==> config.mk <==
export PLATFORM = sky130hd
export DESIGN_NAME = pc_hazard_ctrl
export DESIGN_NICKNAME = d
export VERILOG_FILES = /design/src/rtl/pc_hazard_ctrl.sv
export SDC_FILE = /design/constraint.sdc
export NUM_CORES = 1
export LEC_CHECK = 0
export CAP_MARGIN = 20
export CORE_UTILIZATION = 44
export DETAILED_ROUTE_END_ITERATION = 10
export PLACE_DENSITY = 0.76
export SYNTH_ARGS = -nofsm -noshare
export SYNTH_HDL_FRONTEND = slang
export SYNTH_SLANG_ARGS = --single-unit
==> constraint.sdc <==
create_clock -name clk -period 2.1 [get_ports clk]
set_input_delay 0.315 -clock clk [delete_from_list [all_inputs] [get_ports clk]]
set_output_delay 0.315 -clock clk [all_outputs]
set_load 0.02 [all_outputs]
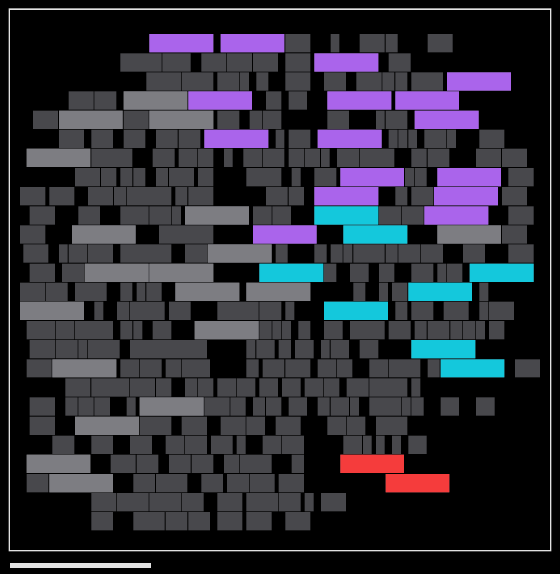
registers.png
Bar = 20 um.
redirect_cnt: in purple, sequential cells 16. wait_cnt_q: in cyan, sequential cells 8, where right middle. ctrl_state: in red, sequential cells 2.
Another 19 sequential cells are not colored.
sequential share of cell area: 32.3%
Reg area: 1130 um^2
Power Sequential: 1200 uW

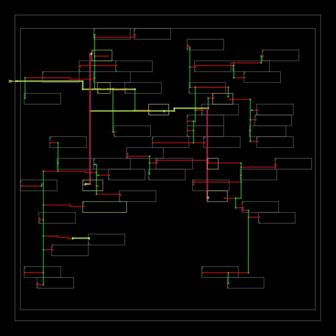
final_clocks.png
CTS sink cnt: 45
# clk buffers: 5
Clock Power: 670 uW
sequential cell count: 45

==> results.json <==
{
  "first_global_vias": 2032,
  "finish.utilization_pct": 66.6,
  "switching_share_pct": 37.1,
  "num_rows": 26,
  "worstSkewPairLatency_ns": 0.31,
  "ys_ff": 45,
  "setup_viol_count_final": 0,
  "syn_to_final_growth_pct": 41.7,
  "grt_pass1_wl_um": 9600,
  "dieWidth_um": 76.8,
  "firstDrtPassIters": 4,
  "cp_max_fo": 3,
  "worstPathCellList": "dlygate4sd2_1, or4_1, o21ai_2, nor3_1, a21oi_4, nor2_2, buf_6",
  "pwr_density_cell_nw_per_um2": 975,
  "chipArea_um2": 5900,
  "cts-root-buf": "clkbuf_8",
  "htreeDepth": 2,
  "gp_congestion": 0.811,
  "outcome": "complete, no violations",
  "drt_wl_total_um": 5660,
  "wl_per_cell_um": 14.4,
  "r2r_slack_ns": 0.09,
  "ys_types": 46,
  "grtUsageMet3_pct": 3.57
}
[synth_stat cells, types with 2 or more instances]
cell	number	area [um^2]
ha_1	7	87.6
and3_1	6	37.5
nor3_2	7	70.1
nor2b_1	2	12.5
nor3_1	3	15.0
a22o_1	2	17.5
or2_2	2	12.5
nand3_1	18	90.1
a21o_1	3	22.5
o21ai_0	5	25.0
a31o_2	2	17.5
xor2_1	19	166
nand4_1	8	50.1
nand2b_1	2	12.5
nand2_1	22	82.6
dfrtp_1	45	1130
xnor2_1	24	210
a21oi_1	9	45.0
buf_6	2	22.5
nor4_1	3	18.8
nor2_1	10	37.5
inv_1	8	30.0
[power by group through the flow]
stage | Sequential (uW) | Clock (uW) | Combinational, uW
final | 1200 | 670 | 1530
after floorplan | 1350 | 0 | 644
after global routing | 1230 | 719 | 1660
after global placement | 1200 | 0 | 1480
after CTS | 1200 | 685 | 1500
after detailed placement | 1210 | 0 | 1510
[stage by stage]
| step | setup slack (ns) | cells | setup TNS, ns | hold slack (ns) | cell area (um^2) |
|---|---|---|---|---|---|
| detailed placement | -0.534 | 386 | -5.82 | 0.456 | 3340 |
| global placement | -0.520 | 386 | -5.18 | 0.452 | 3340 |
| floorplan | 0.00133 | 233 | 0 | 0.456 | 2460 |
| finish | 0.0542 | 394 | 0 | 0.448 | 3490 |
| global route | -0.0117 | 394 | -0.0426 | 0.509 | 3490 |
| CTS | 0.00137 | 394 | 0 | 0.465 | 3450 |
[layout by cell type, fill, tap and decap left out, drive strengths merged, types with 3 or more instances in the layout]
cell type      synthesis  layout
nor3                  10      10
nand4                  8       8
inv                    8       7
xor2                  19      19
o21ai                  6       6
buf                    2      28
clkdlybuf4s50          0      48
a31o                   3       3
dfrtp                 45      45
ha                     7       7
nand3                 18      18
nor4                   5       5
a21oi                 11      11
and3                   7       7
dlymetal6s2s           0       5
nor2                  10      10
a21o                   3       3
dlygate4sd2            0       4
clkbuf                 1       6
nand2                 22      22
xnor2                 24      24
[critical path: cells and delay by family]
family	cells	cell delay [ns]
compound gates	2	0.32
buf+inv	2	0.40
simple gates	3	0.70
[metal layers]
layer / vias up / part of all wire, %
met5: - / 0
met4: 0 / 0.97
met3: 5 / 3.3
met2: 43 / 48
met1: 994 / 47
li1: 1003 / -
[what timing repair did]
action,in CTS,in global routing
resized,24,23
cloned,0,0
pin swaps,0,11
endpoints found under the setup margin,7,21
[logic make-up (layout without fill, tap and decap cells)]
family | after synthesis | after routing | synth area share, %
DFF | 45 | 45 | 45.7
xor gates and xnor gates | 43 | 43 | 15.3
and+or+nand+nor | 93 | 93 | 22.5
AOI/OAI and AO/OA | 31 | 31 | 9.15
buffers and inverters | 11 | 102 | 2.29
muxes | 3 | 3 | 1.47
adders and majority gates | 7 | 7 | 3.56
[area by class of cell]
cell class / count / area, um^2
fill: 415 / 1750
multi-input combinational: 177 / 1320
sequential: 45 / 1130
timing repair buffer: 86 / 811
tap: 70 / 87.6
clock buffer: 5 / 68.8
clock inverter: 3 / 46.3
inverter: 8 / 30.0
Power is estimated from default activity; no workload was simulated.
